Fig. 1: run 1, supply network
The bar under the picture is 20 um long. Pins as bars on the die edge. Tap cells in grey.
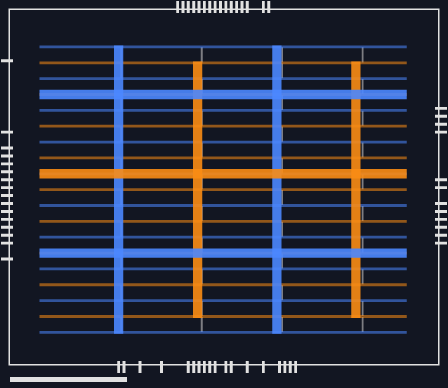
Fig. 2: run 1, placed cells, one colour a class
The bar under the picture is 20 um long.
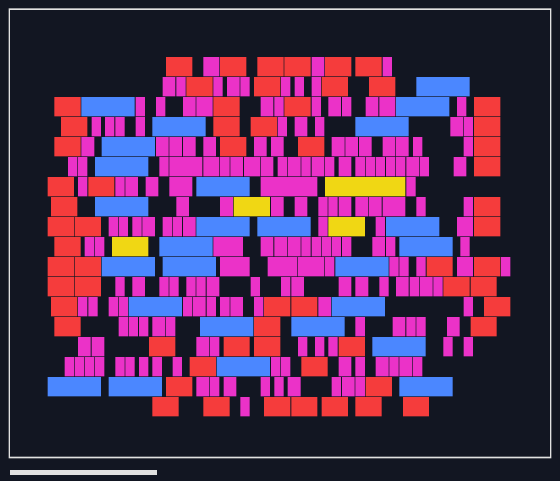
Fig. 3: run 1, routed clock nets over the placement
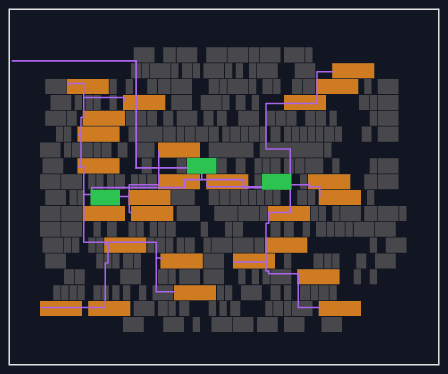
--- src/rtl/oam_dma_controller_pkg.sv ---
`default_nettype none
// ============================================================================
//  Module      : oam_dma_controller_pkg
//  Description : Shared definitions for the OAM DMA controller: 2-bit state
//                encodings, default trigger/destination addresses and the
//                trigger-decode helper used by the controller.
//  Revision    : 1.0 - initial release
// ============================================================================
package oam_dma_controller_pkg;

    // Explicit 2-bit state encodings; the enum below is bound to these values.
    localparam logic [1:0] c_st_idle  = 2'd0;
    localparam logic [1:0] c_st_halt  = 2'd1;
    localparam logic [1:0] c_st_read  = 2'd2;
    localparam logic [1:0] c_st_write = 2'd3;

    typedef enum logic [1:0] {
        ST_IDLE  = c_st_idle,
        ST_HALT  = c_st_halt,
        ST_READ  = c_st_read,
        ST_WRITE = c_st_write
    } dma_state_t;

    // CPU write address that starts a transfer.
    localparam logic [15:0] c_default_trigger_addr = 16'h4014;
    // Fixed destination of every DMA write (sprite data port).
    localparam logic [15:0] c_default_dest_addr    = 16'h2004;

    // A trigger is a CPU *write* to the trigger address; reads never start DMA.
    function automatic logic is_trigger_write(
        input logic [15:0] address,
        input logic        read_write,
        input logic [15:0] trigger_addr
    );
        return (read_write == 1'b0) && (address == trigger_addr);
    endfunction

endpackage
`default_nettype wire

--- src/rtl/dma_bus_mux.sv ---
`default_nettype none
// ============================================================================
//  Module      : dma_bus_mux
//  Description : Combinational memory-bus selector. In IDLE the CPU bus is
//                passed straight through; in every other state the
//                DMA-generated address/direction/data drive the memory.
//  Ports       : state             - controller state (selects the source)
//                cpu_*             - CPU bus request
//                dma_*             - DMA-generated bus request
//                mem_*             - bus presented to memory
//  Revision    : 1.0 - initial release
// ============================================================================
module dma_bus_mux
    import oam_dma_controller_pkg::*;
(
    input  dma_state_t  state,
    input  logic [15:0] cpu_address,
    input  logic        cpu_read_write,
    input  logic [7:0]  cpu_data_write,
    input  logic [15:0] dma_address,
    input  logic        dma_read_write,
    input  logic [7:0]  dma_data_write,
    output logic [15:0] mem_address,
    output logic        mem_read_write,
    output logic [7:0]  mem_data_write
);

    always_comb begin
        mem_address    = cpu_address;
        mem_read_write = cpu_read_write;
        mem_data_write = cpu_data_write;
        if (state != ST_IDLE) begin
            mem_address    = dma_address;
            mem_read_write = dma_read_write;
            mem_data_write = dma_data_write;
        end
    end

endmodule
`default_nettype wire

--- src/rtl/oam_dma_controller.sv ---
`default_nettype none
// ============================================================================
//  Module      : oam_dma_controller
//  Description : OAM DMA engine. A CPU write to TRIGGER_ADDR latches a source
//                page, halts the CPU and copies 256 bytes from {page,00..FF}
//                to DEST_ADDR as alternating read/write cycles
//                (1 dummy HALT cycle + 512 = 513 cycles per transfer).
//  Ports       : clk, rst          - clock, synchronous active-high reset
//                cpu_address/cpu_read_write/cpu_data_write - CPU bus request
//                data_read         - memory read data (shared with the CPU)
//                mem_address/mem_read_write/mem_data_write - bus to memory
//                cpu_halt          - CPU clock-enable-low while DMA is active
//                dma_busy          - high whenever the engine is not idle
//  Revision    : 1.0 - initial release
// ============================================================================
module oam_dma_controller
    import oam_dma_controller_pkg::*;
#(
    parameter logic [15:0] TRIGGER_ADDR = c_default_trigger_addr,
    parameter logic [15:0] DEST_ADDR    = c_default_dest_addr
) (
    input  logic        clk,
    input  logic        rst,
    input  logic [15:0] cpu_address,
    input  logic        cpu_read_write,
    input  logic [7:0]  cpu_data_write,
    input  logic [7:0]  data_read,
    output logic [15:0] mem_address,
    output logic        mem_read_write,
    output logic [7:0]  mem_data_write,
    output logic        cpu_halt,
    output logic        dma_busy
);

    dma_state_t  r_state;
    dma_state_t  w_state_next;
    logic [7:0]  r_page;
    logic [7:0]  r_counter;
    logic [7:0]  r_buffer;

    logic        w_start;
    logic        w_capture;
    logic        w_advance;

    logic [15:0] w_dma_address;
    logic        w_dma_read_write;
    logic [7:0]  w_dma_data_write;

    // ------------------------------------------------------------------
    // State register and datapath registers
    // ------------------------------------------------------------------
    always_ff @(posedge clk) begin
        if (rst) begin
            r_state   <= ST_IDLE;
            r_page    <= 8'h00;
            r_counter <= 8'h00;
            r_buffer  <= 8'h00;
        end else begin
            r_state <= w_state_next;
            if (w_start) begin
                r_page    <= cpu_data_write;
                r_counter <= 8'h00;
            end
            if (w_capture) begin
                r_buffer <= data_read;
            end
            // 8-bit increment: wraps FF -> 00 as the transfer ends.
            if (w_advance) begin
                r_counter <= r_counter + 8'h01;
            end
        end
    end

    // ------------------------------------------------------------------
    // Next-state logic. cpu_* inputs are only looked at in IDLE, so a
    // trigger write during a transfer can never restart it.
    // ------------------------------------------------------------------
    always_comb begin
        w_state_next = r_state;
        w_start      = 1'b0;
        w_capture    = 1'b0;
        w_advance    = 1'b0;
        case (r_state)
            ST_IDLE: begin
                if (is_trigger_write(cpu_address, cpu_read_write, TRIGGER_ADDR)) begin
                    w_state_next = ST_HALT;
                    w_start      = 1'b1;
                end
            end
            ST_HALT: begin
                w_state_next = ST_READ;
            end
            ST_READ: begin
                w_capture    = 1'b1;
                w_state_next = ST_WRITE;
            end
            ST_WRITE: begin
                w_advance = 1'b1;
                if (r_counter == 8'hFF) begin
                    w_state_next = ST_IDLE;
                end else begin
                    w_state_next = ST_READ;
                end
            end
            default: begin
                w_state_next = ST_IDLE;
            end
        endcase
    end

    // ------------------------------------------------------------------
    // DMA-side bus request. The HALT cycle is a dummy read of whatever
    // address the (now frozen) CPU is presenting.
    // ------------------------------------------------------------------
    always_comb begin
        w_dma_address    = cpu_address;
        w_dma_read_write = 1'b1;
        w_dma_data_write = r_buffer;
        case (r_state)
            ST_READ: begin
                w_dma_address    = {r_page, r_counter};
                w_dma_read_write = 1'b1;
            end
            ST_WRITE: begin
                w_dma_address    = DEST_ADDR;
                w_dma_read_write = 1'b0;
            end
            default: begin
                w_dma_address    = cpu_address;
                w_dma_read_write = 1'b1;
            end
        endcase
    end

    dma_bus_mux u_bus_mux (
        .state          (r_state),
        .cpu_address    (cpu_address),
        .cpu_read_write (cpu_read_write),
        .cpu_data_write (cpu_data_write),
        .dma_address    (w_dma_address),
        .dma_read_write (w_dma_read_write),
        .dma_data_write (w_dma_data_write),
        .mem_address    (mem_address),
        .mem_read_write (mem_read_write),
        .mem_data_write (mem_data_write)
    );

    assign dma_busy = (r_state != ST_IDLE);
    assign cpu_halt = (r_state != ST_IDLE);

endmodule
`default_nettype wire
--- config.mk ---
export PLATFORM = sky130hd
export DESIGN_NAME = oam_dma_controller
export DESIGN_NICKNAME = d
export VERILOG_FILES = /design/src/rtl/oam_dma_controller_pkg.sv /design/src/rtl/dma_bus_mux.sv /design/src/rtl/oam_dma_controller.sv
export SDC_FILE = /design/constraint.sdc
export NUM_CORES = 1
export LEC_CHECK = 0
export ABC_AREA = 1
export CORE_ASPECT_RATIO = 0.8
export CORE_MARGIN = 5
export CORE_UTILIZATION = 46
export CTS_CLUSTER_SIZE = 14
export DETAILED_ROUTE_END_ITERATION = 16
export PLACE_DENSITY = 0.85
export SLEW_MARGIN = 20
export SYNTH_ARGS = -nofsm -noshare
export SYNTH_HDL_FRONTEND = slang
export SYNTH_SLANG_ARGS = --single-unit
--- constraint.sdc ---
create_clock -name clk -period 3.6 [get_ports clk]
set_clock_uncertainty 0.15 [all_clocks]
set_input_delay 0.72 -clock clk [delete_from_list [all_inputs] [get_ports clk]]
set_output_delay 0.72 -clock clk [all_outputs]
set_load 0.01 [all_outputs]
==> flow_summary.yaml, run 1 <==
# implementation run metrics
critical_path:
  rrSetupSlack_ns: 1.63
  reg2reg_to: "r_buffer[5]"
  path_max_fanout: 24
  rr_worst_depth: 5
  crit_path_start_kind: "register"
  worst_setup_path_end_kind: "output pin"
  r2r_start: "r_state[1]"
  path_class: "reg2out"
  worstPathArrival_ns: 2.51
  crit_required_ns: 2.73
route:
  route.detailed.drc: 0
  drt.antenna.violating_nets: 0
  wire_per_inst_um: 12.81
  drt_iter0_drc: 114
  wirelength_um: 4190
  vias: 1634
  viasPerCell: 4.997
  dr.pass1.iters: 4
pwr:
  seqPwrFrac: 0.457
  internal_power_mw: 0.5004
  share_comb_of_total_power: 0.160
  p_switching_mw: 0.1281
  p_sw_frac: 0.2038
  p_per_area_nw_per_um2: 291.9
  p_leak_nw: 0.9345
status:
  status: "finished clean"
synth:
  yosys_warnings: 0
  fp_nets: 267
  ys_seq_frac: 0.3516
  syn_area_per_cell_um2: 6.408
  syn_inst: 231
  numSynthFlops: 26
  yosysCellCount: 231
  ys_area_um2: 1480
  synth.cell_area_um2: 1480
  ys_types: 25
global_routing:
  overflow: 0
  antenna_found_initial: 0
  grt_max_degree: 25
  grt_pass1_vias: 1542
  grt_first_pass_wirelength_um: 6872
  grt_use_total: 0.1967
finish:
  final_cells: 327
  antenna_cells: 0
  nNetsFinal: 324
  combGateArea_um2: 753.2
  drive_gt1_frac: 0.04878
  final_common_cell: "clkdlybuf4s50_1"
  area_delta_synth_final_pct: 45.48
  final_cell_mix: "clkdlybuf4s50_1 (61), nand2_1 (45), inv_1 (34), nor2_1 (33), o21ai_0 (29)"
  fillers: 260
  seq_area_um2: 520.5
sta:
  max_freq_mhz: 295.6
  period_used_share: 0.9398
  max_slew.worst_pin.slew_ns: 0.5822
  setup_tns_ns: 0
  setup_violations: 0
  rsz0062_at_grt: "false"
  hold_viol: 0
  period_minus_slack_ns: 3.383
  timing.final.ws_setup_ns: 0.2168
  worst_slew_margin_rel: 0.6113
  slew_viol_final: 0
  whs_ns: 0.3003
place:
  dp_slack_ns: 0.5306
  dp_hpwl_um: 3136
  port_buffers: 61
  dp_cells: 323
  gp_congestion: 0.9316
cts:
  cts_buffer_depth: 2
  path_clk_slew_ns: 0.09
  htree_levels: 1
  cts_tree: "built"
  cts.sinks: 26
  postCtsResizedCells: 0
  holdBufCountCts: 0
  cts_root_buf: "clkbuf_8"
  post_cts_buffers: 0
  cts_buffers: 3
hold_path:
  min_to: "r_buffer[5]"
  min_path_type: "reg2reg"
  hold_path_depth: 2
  hp-start: "r_buffer[5]"
floorplanning:
  die_area_um2: 4459
  fp_util: 0.4797
  io_pins: 62
run:
  maxCapViolations: 0
  warning_count: 26
Notes on Fig. 1 above:
orange -> VDD
blue -> VSS
signal pins = 62
met1 rails = 19
met4 straps = 4
rows = 18
peak supply drop: 0.0003111 V
core outline area: 3085 um2
Die Span X: 73.42 um
Die Ht: 60.74 um

Notes on Fig. 2 above:
red -> remaining buffers and delay cells  # cells 61, share of their area 29%
blue -> registers  # cells 26, share of their area 25%
yellow -> clock drivers and dummy loads  # cells 4, share of their area 3.4%
magenta -> remaining logic cells  # cells 196, share of their area 43%
number of placement rows: 18
fin util: 0.6979
final instance area: 2153 um2
Seq/total area: 0.2417

Notes on Fig. 3 above:
orange -> flip-flops  # count 26
green -> clock-net drivers  # count 3
purple -> clock wires  # length 305 um
routed clock nets = 4
Clk pwr share: 0.383
P_clk: 0.241 mW
Clock Latency Late Sink: 0.27 ns

-- run 1: kinds of logic (layout without fill, tap and decap cells) --
logic type,count (synthesis),after routing,synth area share
AND-OR/OR-AND,52,52,0.1826
AND/OR/NAND/NOR,105,105,0.3178
buffers and inverters,47,103,0.1395
adder cells (fa/ha/maj),1,1,0.008452
flip-flops,26,26,0.3516
-- run 1: routing by layer --
layer	share of wire	global-route usage	vias up
met5	0	0	-
met3	0.073	0.04801	4
met2	0.46	0.3185	54
met1	0.45	0.2714	727
li1	-	-	849
met4	0.0091	0.03618	0
-- run 1: power by group through the flow --
stage	registers, mW	clock network, mW	logic (mW)
after floorplan	0.294	0	0.0292
after global placement	0.294	0	0.100
after detailed placement	0.294	0	0.101
after CTS	0.287	0.244	0.101
after global routing	0.287	0.256	0.109
final	0.287	0.241	0.101
-- run 1: final cells by class --
| class | instances | share of cell area |
|---|---|---|
| clock inverter | 1 | 0.01395 |
| tap | 40 | 0.02324 |
| inverter | 38 | 0.06856 |
| sequential | 26 | 0.2417 |
| clock buffer | 3 | 0.01917 |
| timing repair buffer | 61 | 0.2836 |
| multi-input combinational | 158 | 0.3498 |
-- run 1: through the flow --
| stage | cell area (um2) | total power, mW |
|---|---|---|
| 6_report | 2153 | 0.6285 |
| 5_1_grt | 2153 | 0.6526 |
| 4_1_cts | 2153 | 0.6323 |
| 3_5_place_dp | 2082 | 0.3948 |
| 3_3_place_gp | 2082 | 0.3943 |
| 2_1_floorplan | 1480 | 0.3233 |
-- run 1: Yosys cell counts --
library cell / count / area [um2]
a21oi_1: 13 / 65.06
a21oi_2: 1 / 8.760
buf_2: 2 / 10.01
buf_4: 4 / 30.03
buf_6: 1 / 11.26
clkbuf_1: 2 / 7.510
clkinv_1: 1 / 3.750
clkinv_4: 1 / 8.760
dfxtp_1: 26 / 520.5
ha_1: 1 / 12.51
inv_1: 34 / 127.6
inv_2: 2 / 7.510
nand2_1: 45 / 168.9
nand2_4: 1 / 11.26
nand3_1: 17 / 85.08
nand3_2: 1 / 10.01
nand4_1: 1 / 6.260
nand4_4: 1 / 21.27
nor2_1: 33 / 123.9
nor2_4: 2 / 22.52
nor3_1: 3 / 15.01
o21ai_0: 29 / 145.1
o21ai_1: 4 / 20.02
o22ai_1: 5 / 31.28
or2_2: 1 / 6.260
-- run 1: sequential cells by signal (all words and copies together), names as in the netlist --
register,cells
r_buffer,8
r_counter,8
r_page,8
r_state,2
-- run 1: critical path, cell delays in order, from the launching register on --
cell and delay (ns):
dfxtp_1 0.70, inv_2 0.25, nor2_4 0.27, inv_2 0.22
o21ai_0 0.22, clkdlybuf4s50_1 0.57
-- run 1: worst max-delay path by stage --
stage          slack (ns)               to        from
2_1_floorplan        1.65  mem_address[10]  r_state[0]
3_3_place_gp         0.56   mem_address[3]  r_state[1]
3_5_place_dp         0.53  mem_address[11]  r_state[1]
4_1_cts              0.22  mem_address[11]  r_state[1]
5_1_grt              0.04   mem_address[7]  r_state[1]
6_report             0.22  mem_address[11]  r_state[1]
--- run 2 (diff from run 1) ---
--- a/config.mk
+++ b/config.mk
@@ -8,10 +8,10 @@
 export ABC_AREA = 1
 export CORE_ASPECT_RATIO = 0.8
 export CORE_MARGIN = 5
-export CORE_UTILIZATION = 46
+export CORE_UTILIZATION = 42
 export CTS_CLUSTER_SIZE = 14
 export DETAILED_ROUTE_END_ITERATION = 16
-export PLACE_DENSITY = 0.85
+export PLACE_DENSITY = 0.79
 export SLEW_MARGIN = 20
 export SYNTH_ARGS = -nofsm -noshare
 export SYNTH_HDL_FRONTEND = slang
==> constraint.sdc (replaced) <==
create_clock -name clk -period 3.43 [get_ports clk]
set_clock_uncertainty 0.15 [all_clocks]
set_input_delay 0.686 -clock clk [delete_from_list [all_inputs] [get_ports clk]]
set_output_delay 0.686 -clock clk [all_outputs]
set_load 0.01 [all_outputs]
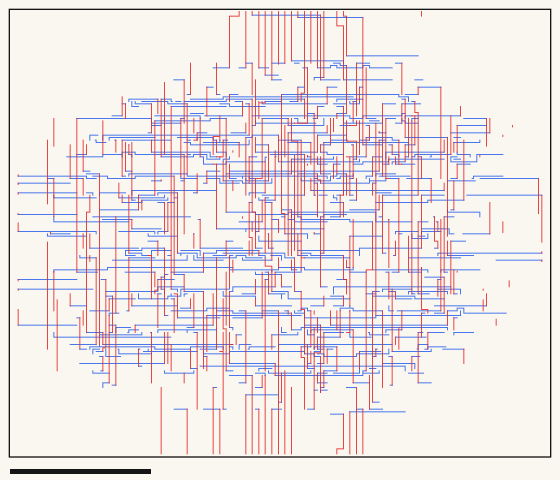
Fig. 4. Wiring by layer (run 2).
The bar under the picture is 20 um long. Two of the layers only.
red -> M2  # wire length 1950 um
blue -> M1  # wire length 2110 um
GR Util All Layers: 0.1803
WL/cell: 13.14 um
Vias: 1661

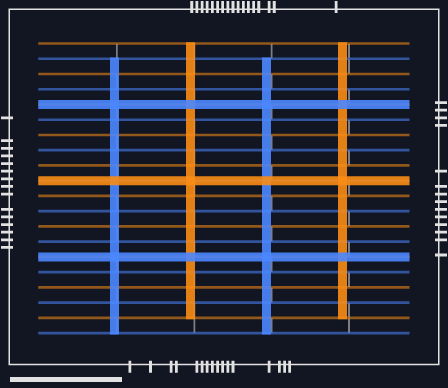
Fig. 5. Supply network (run 2).
The bar under the picture is 20 um long. Pins as bars on the die edge. Tap cells in grey.
orange -> VDD
blue -> VSS
met4 straps = 4
rows = 19
core outline area: 3423 um2
Die Ht: 63.10 um
Die Span X: 76.37 um
peak supply drop: 0.0002450 V

==> flow_summary.yaml, run 2 <==
# implementation run metrics
finish:
  area_delta_synth_final_pct: 45.14
  final_cell_mix: "clkdlybuf4s50_1 (61), nand2_1 (45), inv_1 (34), nor2_1 (33), o21ai_0 (29)"
  final_cells: 330
  antenna_cells: 0
  fillers: 345
  drive_gt1_frac: 0.05556
  final_common_cell: "clkdlybuf4s50_1"
  largest_registers: "r_buffer: 8 flops, r_counter: 8 flops, r_page: 8 flops"
  nNetsFinal: 325
cts:
  insertion_delay_ns: 0.27
  cts_buffers: 3
  cts_tree: "built"
  cts_buffer_depth: 2
  htree_levels: 1
  cts.sinks: 26
  postCtsResizedCells: 0
  post_cts_buffers: 0
  path_clk_slew_ns: 0.09
  holdBufCountCts: 0
  cts_root_buf: "clkbuf_8"
floorplanning:
  die_area_um2: 4819
  fp_util: 0.4324
  rows: 19
  io_pins: 62
synth:
  ff_type: "dfxtp_1"
  ys_sh_mux: 0
  top_logic_kind: "simple AND/OR/NAND/NOR gates"
  ys_seq_frac: 0.3516
  common_cells: "nand2_1 (45), inv_1 (34), nor2_1 (33), o21ai_0 (29), dfxtp_1 (26)"
  syn_inst: 231
  simple_gate_share: 0.3178
  aoi_share: 0.1826
  synth.cell_area_um2: 1480
  synthArstFlopShare: 0
  topCellsByArea: "dfxtp_1 (35%), nand2_1 (11%), o21ai_0 (9.8%)"
  synth_dominant_cell_count: "nand2_1"
  yosys_warnings: 0
  syn_area_per_cell_um2: 6.408
  numSynthFlops: 26
  synth-edff-count: 0
  ys_types: 25
  top_area_frac: 0.3516
  yosysTopAreaCell: "dfxtp_1"
  ys_sh_xor: 0
  fp_nets: 267
  ys_sh_adder: 0.008453
  yosysCellCount: 231
  ys_area_um2: 1480
route:
  drt.antenna.violating_nets: 0
  drt_iter0_drc: 91
  wirelength_um: 4337
  dr.pass1.iters: 4
  viasPerCell: 5.033
  route.detailed.drc: 0
critical_path:
  crit_path_start_kind: "register"
  worst_setup_path_end_kind: "output pin"
  path_class: "reg2out"
  path_max_fanout: 24
  slowest_stage: "clkdlybuf4s50_1"
  worstPathArrival_ns: 2.24
  crit_chain: "inv_2 -> nor2_4 -> inv_2 -> o21ai_0 -> clkdlybuf4s50_1"
  cpPeakStageDelay_ns: 0.57
  crit_top_cell: "inv_2"
  crit_required_ns: 2.59
place:
  port_buffers: 61
  dp_cells: 326
  dp_hpwl_um: 3257
  gp_congestion: 0.8992
pwr:
  p_switching_mw: 0.1340
  p_leak_nw: 0.9322
  p_per_area_nw_per_um2: 282.0
  p_sw_frac: 0.2212
  share_comb_of_total_power: 0.175
  internal_power_mw: 0.4717
  seqPwrFrac: 0.498
hold_path:
  min_path_type: "reg2reg"
sta:
  period_used_share: 0.8955
  rsz0062_at_grt: "false"
  period_minus_slack_ns: 3.071
  setup_tns_ns: 0
  max_freq_mhz: 325.6
  setup_violations: 0
  slew_viol_final: 0
  worst_slew_margin_rel: 0.6648
  hold_viol: 0
  max_slew.worst_pin.slew_ns: 0.5023
global_routing:
  grt_first_pass_wirelength_um: 7265
  grt_max_degree: 25
  grt_pass1_vias: 1619
  overflow: 0
  antenna_found_initial: 0
run:
  maxCapViolations: 0
  warning_count: 26
status:
  status: "finished clean"
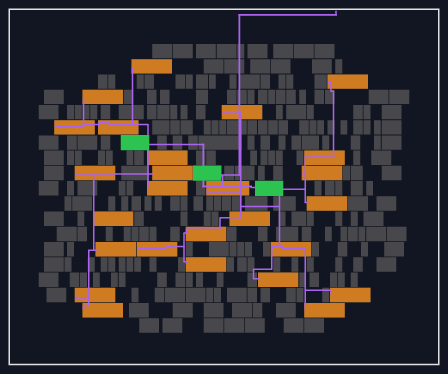
Fig. 6. Routed clock nets over the placement (run 2).
purple -> clock wires  # length 315 um
orange -> flip-flops  # count 26
green -> clock-net drivers  # count 3
routed clock nets = 4
P_clk: 0.198 mW
Clk pwr share: 0.327

==> run 2: cell counts after synthesis <==
Identical to the previous run, type by type.
==> run 2: area by class of cell <==
class / count / area (um2) / area share
timing repair buffer: 62 / 618.1 / 0.2877
sequential: 26 / 521.8 / 0.2429
multi-input combinational: 158 / 753.2 / 0.3506
inverter: 38 / 147.6 / 0.06872
tap: 42 / 52.55 / 0.02446
clock buffer: 4 / 55.05 / 0.02563
==> run 2: path summary, 6_finish.rpt <==
| kind | from | to | slack (ns) | depth (start not counted) |
|---|---|---|---|---|
| hold / removal | r_buffer[5] | r_buffer[5] | 0.31 | 2 |
| setup reg to reg | r_state[0] | r_page[3] | 1.51 | 5 |
| setup / recovery | r_state[1] | mem_address[12] | 0.36 | 5 |
| hold reg to reg | r_buffer[5] | r_buffer[5] | 0.31 | 2 |
==> run 2: cells by family (layout without fill, tap and decap cells) <==
kind of cell / Yosys count / count (layout)
fa+ha+maj: 1 / 1
compound gates: 52 / 52
flops: 26 / 26
simple gates: 105 / 105
buf+inv: 47 / 104
==> run 2: power by group through the flow <==
stage / logic [mW] / clock network, mW / registers (mW)
floorplan: 0.0307 / 0 / 0.309
global placement: 0.106 / 0 / 0.309
detailed placement: 0.106 / 0 / 0.309
CTS: 0.107 / 0.201 / 0.302
global route: 0.115 / 0.212 / 0.302
finish: 0.106 / 0.198 / 0.302
==> run 2: per-stage QoR <==
step | hold WS, ns | util | total power, mW | cell area [um2] | setup WS, ns
detailed placement | 0.2960 | 0.6111 | 0.4149 | 2092 | 0.4614
global route | 0.3380 | 0.6276 | 0.6281 | 2148 | 0.1990
finish | 0.3109 | 0.6276 | 0.6058 | 2148 | 0.3586
global placement | 0.2869 | 0.6111 | 0.4151 | 2092 | 0.4624
CTS | 0.3093 | 0.6272 | 0.6094 | 2147 | 0.1549
floorplan | 0.2741 | - | 0.3393 | 1480 | 1.516
==> run 2: metal layers <==
| metal | global-route usage | up-vias | wire (um) |
|---|---|---|---|
| met1 | 0.2426 | 762 | 2113 |
| met4 | 0.04367 | 0 | 50 |
| met3 | 0.04558 | 6 | 227 |
| li1 | - | 847 | - |
| met5 | 0 | - | 0 |
| met2 | 0.2895 | 46 | 1945 |
==> run 2: critical path: cells and delay by family (launching register included) <==
kind | cells | cell delay, ns
AOI/OAI and AO/OA | 1 | 0.24
buffers and inverters | 3 | 0.97
DFF | 1 | 0.52
and+or+nand+nor | 1 | 0.23
--- run 3 (diff from run 2) ---
--- a/config.mk
+++ b/config.mk
@@ -8,11 +8,12 @@
 export ABC_AREA = 1
 export CORE_ASPECT_RATIO = 0.8
 export CORE_MARGIN = 5
-export CORE_UTILIZATION = 42
+export CORE_UTILIZATION = 45
 export CTS_CLUSTER_SIZE = 14
 export DETAILED_ROUTE_END_ITERATION = 16
-export PLACE_DENSITY = 0.79
+export PLACE_DENSITY = 0.8
 export SLEW_MARGIN = 20
 export SYNTH_ARGS = -nofsm -noshare
 export SYNTH_HDL_FRONTEND = slang
+export SYNTH_HIERARCHICAL = 1
 export SYNTH_SLANG_ARGS = --single-unit
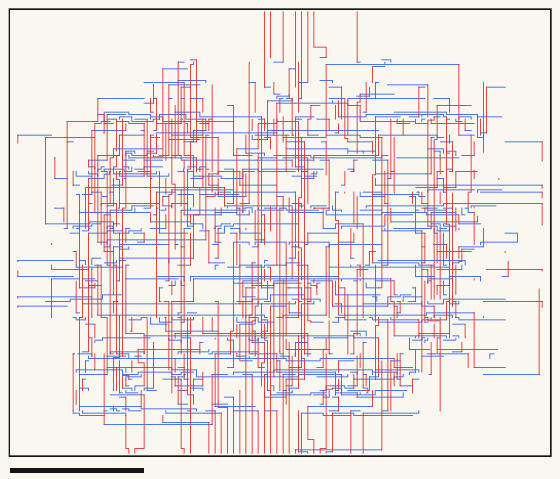
Fig. 7. Wiring by layer (run 3).
The bar under the picture is 20 um long. Two of the layers only.
red -> M2  # wire length 2590 um
blue -> M1  # wire length 2420 um
Total Wirelength: 5348 um
WL/cell: 13.37 um
Vias: 2030
GR Util All Layers: 0.2092

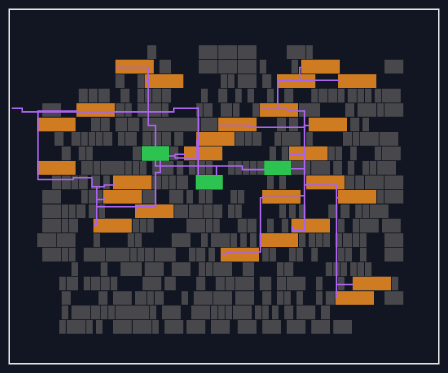
Fig. 8. Routed clock nets over the placement (run 3).
orange -> flip-flops  # count 26
green -> clock-net drivers  # count 3
purple -> clock wires  # length 326 um
routed clock nets = 4
P_clk: 0.258 mW
Clk pwr share: 0.379

==> flow_summary.yaml, run 3 <==
# implementation run metrics
run:
  maxCapViolations: 0
  warning_count: 26
hold_path:
  min_path_type: "reg2reg"
  min_to: "r_counter[6]"
  hp-start: "r_counter[6]"
  hold_path_depth: 2
synth:
  syn_inst: 291
  synthArstFlopShare: 0
  fp_nets: 327
  syn_area_per_cell_um2: 6.153
  synth_dominant_cell_count: "nand2_1"
  ys_sh_mux: 0
  ff_type: "dfxtp_1"
  ys_area_um2: 1790
  ys_sh_adder: 0.006988
  numSynthFlops: 26
  top_area_frac: 0.2907
  simple_gate_share: 0.4039
  yosys_warnings: 6
  topCellsByArea: "dfxtp_1 (29%), nand2_1 (18%), o21ai_0 (11%)"
  common_cells: "nand2_1 (86), o21ai_0 (40), nor2_1 (39), dfxtp_1 (26), inv_1 (25)"
  synth.cell_area_um2: 1790
  ys_types: 29
  top_logic_kind: "simple AND/OR/NAND/NOR gates"
  ys_seq_frac: 0.2907
sta:
  rsz0062_at_grt: "false"
  worst_slew_margin_rel: 0.5651
  setup_violations: 0
  period_used_share: 0.9113
  period_minus_slack_ns: 3.126
  whs_ns: 0.3546
  hold_viol: 0
  max_slew.worst_pin.slew_ns: 0.6516
  setup_tns_ns: 0
  max_freq_mhz: 319.9
cts:
  path_clk_slew_ns: 0.09
  cts.sinks: 26
  post_cts_buffers: 0
  postCtsResizedCells: 0
  cts_root_buf: "clkbuf_8"
  htree_levels: 1
  cts_buffers: 3
  cts_buffer_depth: 2
  insertion_delay_ns: 0.27
  cts_tree: "built"
  holdBufCountCts: 0
place:
  port_buffers: 61
  gp_congestion: 0.8173
  dp_hpwl_um: 3939
  post_dp_cell_area_um2: 2394
pwr:
  power_mw: 0.6793
  p_per_area_nw_per_um2: 275.6
  vdd_ir_drop_max_v: 0.0002316
  p_leak_nw: 1.160
floorplanning:
  core_um2: 3829
  fp_util: 0.4676
  die_area_um2: 5348
  rows: 20
  die_w_um: 80.53
  io_pins: 62
global_routing:
  overflow: 0
  grt_first_pass_wirelength_um: 8818
  grt_pass1_vias: 1893
  antenna_found_initial: 0
  grt_max_degree: 34
finish:
  finish.utilization: 0.6438
  final_common_cell: "nand2_1"
  largest_registers: "r_buffer: 8 flops, r_counter: 8 flops, r_page: 8 flops"
  drive_gt1_frac: 0.08116
  area_delta_synth_final_pct: 37.67
  postLayoutCellArea_um2: 2465
  antenna_cells: 0
critical_path:
  slowest_stage: "clkdlybuf4s50_1"
  path_buffers: 3
  rrSetupSlack_ns: 1.84
  crit_path_start_kind: "register"
  worstPathArrival_ns: 2.29
  path_max_fanout: 21
  reg2reg_to: "r_state[1]"
  cpPeakStageDelay_ns: 0.53
  worst_setup_path_end_kind: "output pin"
  rr_worst_depth: 5
  crit_chain: "inv_2 -> nor2_2 -> inv_1 -> nor2_1 -> a21oi_1 -> o21ai_0 -> nand2_1 -> clkdlybuf4s50_1"
route:
  viasPerCell: 5.075
  route.detailed.drc: 0
  drt.antenna.violating_nets: 0
  dr.pass1.iters: 4
  drt_iter0_drc: 105
status:
  status: "finished clean"
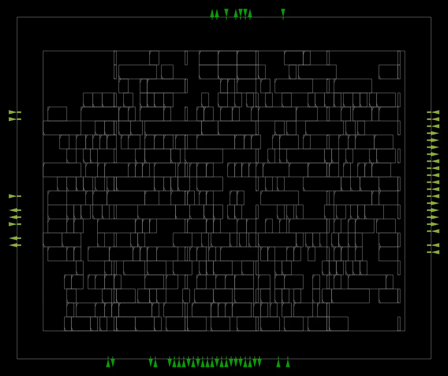
Fig. 9. Placed standard cells (run 3).
fillers: 371
Tapcells: 55

==> run 3: how the worst max path moves through the flow <==
stage / startpoint / end / slack (ns) / cells past startpoint
floorplan: r_state[1] / mem_address[12] / 1.27 / 8
global placement: cpu_address[3] / mem_address[3] / 0.50 / 6
detailed placement: cpu_address[3] / mem_address[3] / 0.49 / 6
CTS: r_state[1] / mem_address[2] / 0.27 / 8
global route: r_state[1] / mem_address[2] / 0.07 / 8
finish: r_state[1] / mem_address[2] / 0.30 / 8
==> run 3: worst register-to-register path: cells and delay by family, from the launching register on <==
| family | cells | cell delay [ns] |
|---|---|---|
| compound gates | 1 | 0.16 |
| flops | 1 | 0.42 |
| buf+inv | 1 | 0.06 |
| fa+ha+maj | 1 | 0.23 |
| simple gates | 2 | 0.48 |
==> run 3: cell type report <==
cell class	instances	area, um2
flip-flops and latches	26	520.5
inverters	28	105.1
fillers	371	1364
clock buffers	3	41.29
well taps	55	68.82
repair buffers	65	640.6
clock inverters	1	30.03
multi-input cells	222	1059
==> run 3: per-stage QoR <==
stage	std cells	setup WS (ns)
2_1_floorplan	291	1.270
3_3_place_gp	396	0.5042
3_5_place_dp	396	0.4922
4_1_cts	400	0.2701
5_1_grt	400	0.06564
6_report	400	0.3043
==> run 3: cell families (layout without fill, tap and decap cells) <==
group,Yosys count,in the layout
AND-OR/OR-AND,61,61
adder cells (fa/ha/maj),1,1
flip-flops,26,26
buffers and inverters,43,97
AND/OR/NAND/NOR,160,160
==> run 3: power by group <==
group / leakage [nW] / internal [mW] / total [mW] / switching, mW
clock: 0.0357 / 0.156 / 0.258 / 0.101
sequential: 0.209 / 0.302 / 0.302 / 0.00000139
combinational: 0.915 / 0.0726 / 0.120 / 0.0475
==> run 3: routing by layer <==
layer,track usage,wire length [um],up-vias
met2,0.3740,2586,50
met5,0,0,-
met4,0.02954,36,0
met1,0.2683,2418,930
met3,0.03542,307,4
li1,-,-,1046
Power and IR drop assume default switching activity.
